## src/rtl/spi_rx_deser_pkg.sv

```systemverilog
// Shared types and default constants for the SPI mode-0 receive deserializer.
package spi_rx_pkg;

  typedef enum logic [1:0] {
    IDLE   = 2'd0,
    ACTIVE = 2'd1,
    DONE   = 2'd2
  } state_t;

  localparam int unsigned DSIZE_DEF       = 8;
  localparam int unsigned MAX_BYTES_DEF   = 15;
  localparam int unsigned SYNC_STAGES_DEF = 2;

  // Width of a counter able to hold 0..max_bytes.
  function automatic int unsigned cnt_w(input int unsigned max_bytes);
    return $clog2(max_bytes + 1);
  endfunction

endpackage

```

## src/rtl/spi_rx_deser_if.sv

```systemverilog
// FIFO write-side handshake between the deserializer (master) and the FIFO (slave).
interface spi_rx_deser_if
  import spi_rx_pkg::*;
#(
  parameter int unsigned DSIZE = DSIZE_DEF
) ();

  logic [DSIZE-1:0] wdata;
  logic             winc;
  logic             fifo_full;

  modport master (output wdata, output winc, input fifo_full);
  modport slave  (input wdata, input winc, output fifo_full);

endinterface

```

## src/rtl/spi_rx_deser_sync_ff.sv

```systemverilog
// Multi-flop bit synchronizer with a configurable reset level.
module sync_ff #(
  parameter int unsigned STAGES  = 2,
  parameter logic        RST_VAL = 1'b0
) (
  input  logic clk,
  input  logic rst,
  input  logic d,
  output logic q
);

  logic [STAGES-1:0] ff;

  always_ff @(posedge clk or posedge rst) begin
    if (rst) ff <= {STAGES{RST_VAL}};
    else     ff <= {ff[STAGES-2:0], d};
  end

  assign q = ff[STAGES-1];

endmodule

```

## src/rtl/spi_rx_deser.sv

```systemverilog
// SPI mode-0 slave receive deserializer: samples raw pins in the clk domain,
// assembles DSIZE-bit bytes and pushes them to a FIFO, with per-frame status.
module spi_rx_deser
  import spi_rx_pkg::*;
#(
  parameter int unsigned DSIZE       = DSIZE_DEF,
  parameter int unsigned MAX_BYTES   = MAX_BYTES_DEF,
  parameter int unsigned SYNC_STAGES = SYNC_STAGES_DEF,
  parameter bit          MSB_FIRST   = 1'b1
) (
  input  logic                           clk,
  input  logic                           rst,
  input  logic                           sclk,
  input  logic                           cs_n,
  input  logic                           mosi,
  spi_rx_deser_if.master                 fifo,
  output logic [cnt_w(MAX_BYTES)-1:0]    byte_cnt,
  output logic                           frame_done,
  output logic                           ovf,
  output logic                           frame_err
);

  localparam int unsigned BW = (DSIZE > 1) ? $clog2(DSIZE) : 1;
  localparam int unsigned CW = cnt_w(MAX_BYTES);

  logic sclk_s, cs_s, mosi_s;
  logic sclk_d, cs_d;
  logic sclk_rise, cs_fall, cs_rise, mosi_q;
  logic fall_pend;
  logic byte_end, can_push;
  logic [BW-1:0]    bit_cnt;
  logic [DSIZE-1:0] shreg, sh_next;
  state_t state_q, state_d;

  sync_ff #(.STAGES(SYNC_STAGES), .RST_VAL(1'b0)) u_sync_sclk (.clk(clk), .rst(rst), .d(sclk), .q(sclk_s));
  sync_ff #(.STAGES(SYNC_STAGES), .RST_VAL(1'b1)) u_sync_cs   (.clk(clk), .rst(rst), .d(cs_n), .q(cs_s));
  sync_ff #(.STAGES(SYNC_STAGES), .RST_VAL(1'b0)) u_sync_mosi (.clk(clk), .rst(rst), .d(mosi), .q(mosi_s));

  // Edge strobes are registered; mosi is delayed alongside so it stays aligned with sclk_rise.
  always_ff @(posedge clk or posedge rst) begin
    if (rst) begin
      sclk_d    <= 1'b0;
      cs_d      <= 1'b1;
      sclk_rise <= 1'b0;
      cs_fall   <= 1'b0;
      cs_rise   <= 1'b0;
      mosi_q    <= 1'b0;
    end else begin
      sclk_d    <= sclk_s;
      cs_d      <= cs_s;
      sclk_rise <= sclk_s & ~sclk_d;
      cs_fall   <= ~cs_s & cs_d;
      cs_rise   <= cs_s & ~cs_d;
      mosi_q    <= mosi_s;
    end
  end

  always_ff @(posedge clk or posedge rst) begin
    if (rst) state_q <= IDLE;
    else     state_q <= state_d;
  end

  always_comb begin
    state_d  = state_q;
    sh_next  = MSB_FIRST ? {shreg[DSIZE-2:0], mosi_q} : {mosi_q, shreg[DSIZE-1:1]};
    byte_end = (state_q == ACTIVE) && sclk_rise && (bit_cnt == BW'(DSIZE - 1));
    can_push = !fifo.fifo_full && (byte_cnt < CW'(MAX_BYTES));
    case (state_q)
      IDLE:    if (cs_fall || fall_pend) state_d = ACTIVE;
      ACTIVE:  if (cs_rise)              state_d = DONE;
      DONE:    state_d = IDLE;
      default: state_d = IDLE;
    endcase
  end

  // A cs_n fall seen in DONE is remembered for one cycle so IDLE can act on it.
  always_ff @(posedge clk or posedge rst) begin
    if (rst) begin
      fifo.wdata <= '0;
      fifo.winc  <= 1'b0;
      byte_cnt   <= '0;
      frame_done <= 1'b0;
      ovf        <= 1'b0;
      frame_err  <= 1'b0;
      bit_cnt    <= '0;
      shreg      <= '0;
      fall_pend  <= 1'b0;
    end else begin
      fifo.winc  <= 1'b0;
      frame_done <= 1'b0;
      fall_pend  <= (state_q == DONE) && cs_fall;
      case (state_q)
        IDLE: begin
          if (cs_fall || fall_pend) begin
            byte_cnt  <= '0;
            ovf       <= 1'b0;
            frame_err <= 1'b0;
            bit_cnt   <= '0;
            shreg     <= '0;
          end
        end
        ACTIVE: begin
          if (sclk_rise) begin
            shreg <= sh_next;
            if (byte_end) begin
              bit_cnt    <= '0;
              fifo.wdata <= sh_next;
              if (can_push) begin
                fifo.winc <= 1'b1;
                byte_cnt  <= byte_cnt + 1'b1;
              end else begin
                ovf <= 1'b1;
              end
            end else begin
              bit_cnt <= bit_cnt + 1'b1;
            end
          end
        end
        DONE: begin
          frame_done <= 1'b1;
          if (bit_cnt != '0) frame_err <= 1'b1;
        end
        default: ;
      endcase
    end
  end

endmodule

```

## src/flat_wrapper.sv

```systemverilog
// flat-port wrapper written by rule: the top's interface ports become plain ports
module spi_rx_deser_flat import spi_rx_pkg::*;
#(
  parameter int unsigned DSIZE       = DSIZE_DEF,
  parameter int unsigned MAX_BYTES   = MAX_BYTES_DEF,
  parameter int unsigned SYNC_STAGES = SYNC_STAGES_DEF,
  parameter bit          MSB_FIRST   = 1'b1
)
  (clk, rst, sclk, cs_n, mosi, byte_cnt, frame_done, ovf, frame_err, fifo_wdata, fifo_winc, fifo_fifo_full);
  spi_rx_deser_if #(.DSIZE(DSIZE)) fifo_i ();
  input  logic clk;
  input  logic rst;
  input  logic sclk;
  input  logic cs_n;
  input  logic mosi;
  output logic [cnt_w(MAX_BYTES)-1:0] byte_cnt;
  output logic frame_done;
  output logic ovf;
  output logic frame_err;
  output wire logic [$bits(fifo_i.wdata)-1:0] fifo_wdata;
  output wire logic [$bits(fifo_i.winc)-1:0] fifo_winc;
  input wire logic [$bits(fifo_i.fifo_full)-1:0] fifo_fifo_full;
  assign fifo_wdata = fifo_i.wdata;
  assign fifo_winc = fifo_i.winc;
  assign fifo_i.fifo_full = fifo_fifo_full;
  spi_rx_deser #(.DSIZE(DSIZE), .MAX_BYTES(MAX_BYTES), .SYNC_STAGES(SYNC_STAGES), .MSB_FIRST(MSB_FIRST)) u_core (.clk(clk), .rst(rst), .sclk(sclk), .cs_n(cs_n), .mosi(mosi), .fifo(fifo_i), .byte_cnt(byte_cnt), .frame_done(frame_done), .ovf(ovf), .frame_err(frame_err));
endmodule
```

## config.mk

```make
export PLATFORM = sky130hd
export DESIGN_NAME = spi_rx_deser_flat
export DESIGN_NICKNAME = d
export VERILOG_FILES = /design/src/rtl/spi_rx_deser_pkg.sv /design/src/rtl/spi_rx_deser_if.sv /design/src/rtl/spi_rx_deser_sync_ff.sv /design/src/rtl/spi_rx_deser.sv /design/src/flat_wrapper.sv
export SDC_FILE = /design/constraint.sdc
export NUM_CORES = 1
export LEC_CHECK = 0
export CORE_ASPECT_RATIO = 1.25
export CORE_MARGIN = 2
export CORE_UTILIZATION = 57
export DETAILED_ROUTE_END_ITERATION = 7
export GPL_TIMING_DRIVEN = 0
export HOLD_SLACK_MARGIN = 0.08
export MAX_ROUTING_LAYER = met4
export PLACE_DENSITY = 0.91
export SLEW_MARGIN = 20
export SYNTH_ARGS = -nofsm -noshare
export SYNTH_HDL_FRONTEND = slang
export SYNTH_SLANG_ARGS = --single-unit
```

## constraint.sdc

```tcl
create_clock -name clk -period 2.5 [get_ports clk]
set_input_delay 0.625 -clock clk [delete_from_list [all_inputs] [get_ports clk]]
set_output_delay 0.625 -clock clk [all_outputs]
set_load 0.005 [all_outputs]
```

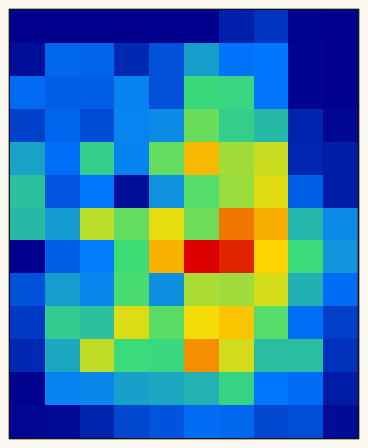
(wire density map)
10 x 13 tiles, from dark blue (low) to red (high), scaled to the fullest tile. Values are wire area over tile area, all layers added.
densest ninth of the die	centre
nearly empty tiles	13%
emptiest ninth of the die	upper right
tiles over half the peak	24%
fullest tile	0.46
WL/cell: 16.3 µm
gr usage total: 23.0%
final wirelength: 3190 µm
via count: 1,139

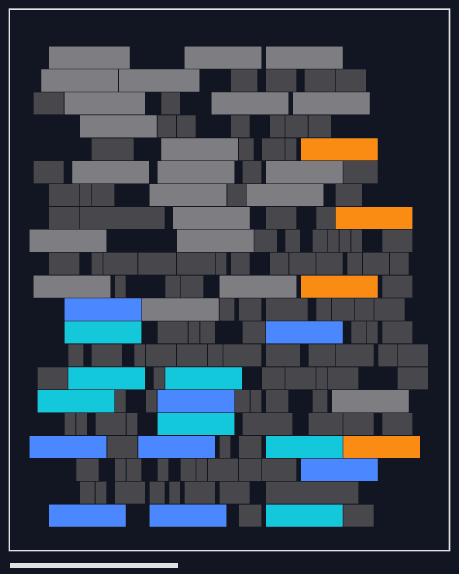
(sequential cells coloured by netlist name)
The bar under the picture is 20 µm long.
colour	name in the netlist	placed flops
orange	`u_core.byte_cnt`	4
blue	`u_core.fifo.wdata`	8
cyan	`u_core.shreg`	7
not coloured	22
Layout Utilization: 74.4%
Seq/total area: 51.1%
register area: 1030 µm²

==> results.txt <==
run metrics: Mapped Area=1650 µm², CTS max path bufs=2, via/cell ratio=5.81, MI comb cells=77, GRT busiest layer=met2, logic share of the area=27.9%, Layout fillers=179, Design Area, Final=2010 µm², initial antenna violation count=0, Pre-Place Util=60.9%, Post-Place Setup Slack=0.490 ns, final count of negative-setup-slack endpoints=0, Peak supply drop=531 µV, CP Depth=1, # hold bufs at CTS=0, WP data required=1.88 ns, tool warnings=27, slowest library cell on the worst path=clkdlybuf4s50_1, Seq share, synth=62.4%, Slew @ Worst Pin=0.516 ns, Top delay family on crit path=buffers and inverters, Registers, synthesis=41, Max-area cell share=57.7%, Largest cells by area=dfrtp_1, dfstp_2, mux2i_1, Signal buf overhead=12.8%, RD Place Congestion=0.890, Mapped Cells=132, status=finished, final reports clean, Iteration-0 DRC Markers=30, CP Capture Type=primary output, area post-placement=1930 µm², clock buf count=7, Syn Nets=142, CP startpoint kind=register, CTS resizes=0, PnR worst setup slack=0.502 ns, syn_area_per_cell=12.5 µm², Hold WC Path Type=reg -> reg, Worst Setup EP=byte_cnt[2], Pins Over Slew Limit=0, Worst Path Buf+Inv=1, Pwr Density=770 nW/µm², Fin. Hold Viols=0, worst stage delay on the critical path=0.54 ns, Comb gate area=562 µm², global-route wire length before repair=5290 µm, Post-CTS Setup Inserts=0, DIE WIDTH=52.1 µm, CP cell instances=clkdlybuf4s50_1, yosys cell count=132, RR Endpoint=u_core.byte_cnt[1], Final nets=171, TritonCTS clock tree=yes, met3 usage=7.48%, YS warnings=0, Reg power frac=51.0%, worst r2r src=u_core.bit_cnt[0], most frequent cells in the layout=dfrtp_1, clkdlybuf4s50_1, nand2_1, Clk pwr share=28.9%, clock slew seen by the registers of the worst setup and hold paths=0.12 ns, Post-Route Setup TNS=0 ns, MaxCap Viol Count=0, worst hold path startpoint=u_core.u_sync_cs.ff[0], Commonest Layout Cell=dfrtp_1, total grt overflow=0, FF-to-FF path depth=6, H-Tree Depth=2, n_diodes=0, die area=3340 µm², CTS sink cnt=41, ANT nets after route=0, clk tree area frac=4.22%, # rows=21, Non-clk bufs=26, Die Height=64.1 µm, root buffer cell=clkbuf_4
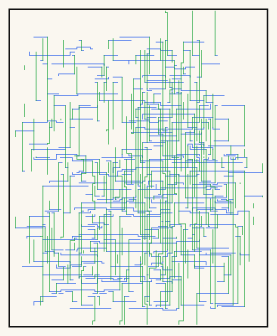
(metal layers overlaid)
Two of the layers only.
colour	layer	wire length
green	metal 2	1,750 µm
blue	metal 1	1,260 µm

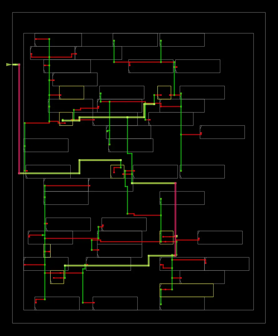
(the clock network)
CTS buffer count: 5
Worst Clk Skew: 0.00898 ns
Clock group: 0.448 mW
Insertion Delay late pin: 0.35 ns

routing by layer:
layer	wire length [µm]	part of all wire, %
met2	1750	55
met4	37	1.2
met1	1260	39
met5	0	0
met3	145	4.5
power by group through the flow:
stage | Combinational (mW) | Sequential (mW) | Clock [mW]
after global placement | 0.295 | 0.795 | 0
after CTS | 0.317 | 0.791 | 0.454
final | 0.312 | 0.791 | 0.448
after detailed placement | 0.312 | 0.802 | 0
after global routing | 0.349 | 0.802 | 0.475
after floorplan | 0.208 | 0.789 | 0
cell usage after synthesis, drive strengths merged:
library cell	n
a31o	1
or4	1
mux2	3
nand4bb	1
o221ai	1
o21a	1
nand3	3
nor4	1
nor2b	5
buf	4
nand4b	1
a211o	1
o31ai	5
o211a	1
and2b	1
nand2b	2
mux2i	6
dfrtp	38
nor3	3
nand3b	1
o311a	1
a22o	1
or3	2
nor2	3
dfstp	3
ha	4
a31oi	2
a221o	1
or2b	1
and2	2
a41oi	1
nand2	11
inv	10
o21ai	10
registers in the layout (all words and copies together), names as in the netlist, 2 cells and up:
name                   cells
u_core.fifo.wdata          8
u_core.shreg               7
u_core.byte_cnt            4
u_core.bit_cnt             3
u_core.state_q             2
u_core.u_sync_cs.ff        2
u_core.u_sync_mosi.ff      2
u_core.u_sync_sclk.ff      2
logic make-up (layout without fill, tap and decap cells):
| logic type | after synthesis | after routing | share of synthesized area [%] |
|---|---|---|---|
| simple gates | 38 | 38 | 14.3 |
| fa+ha+maj | 4 | 4 | 3.04 |
| flops | 41 | 41 | 62.4 |
| compound gates | 26 | 26 | 11.0 |
| buf+inv | 14 | 44 | 3.49 |
| mux | 9 | 9 | 5.69 |
Power and IR drop assume default switching activity.
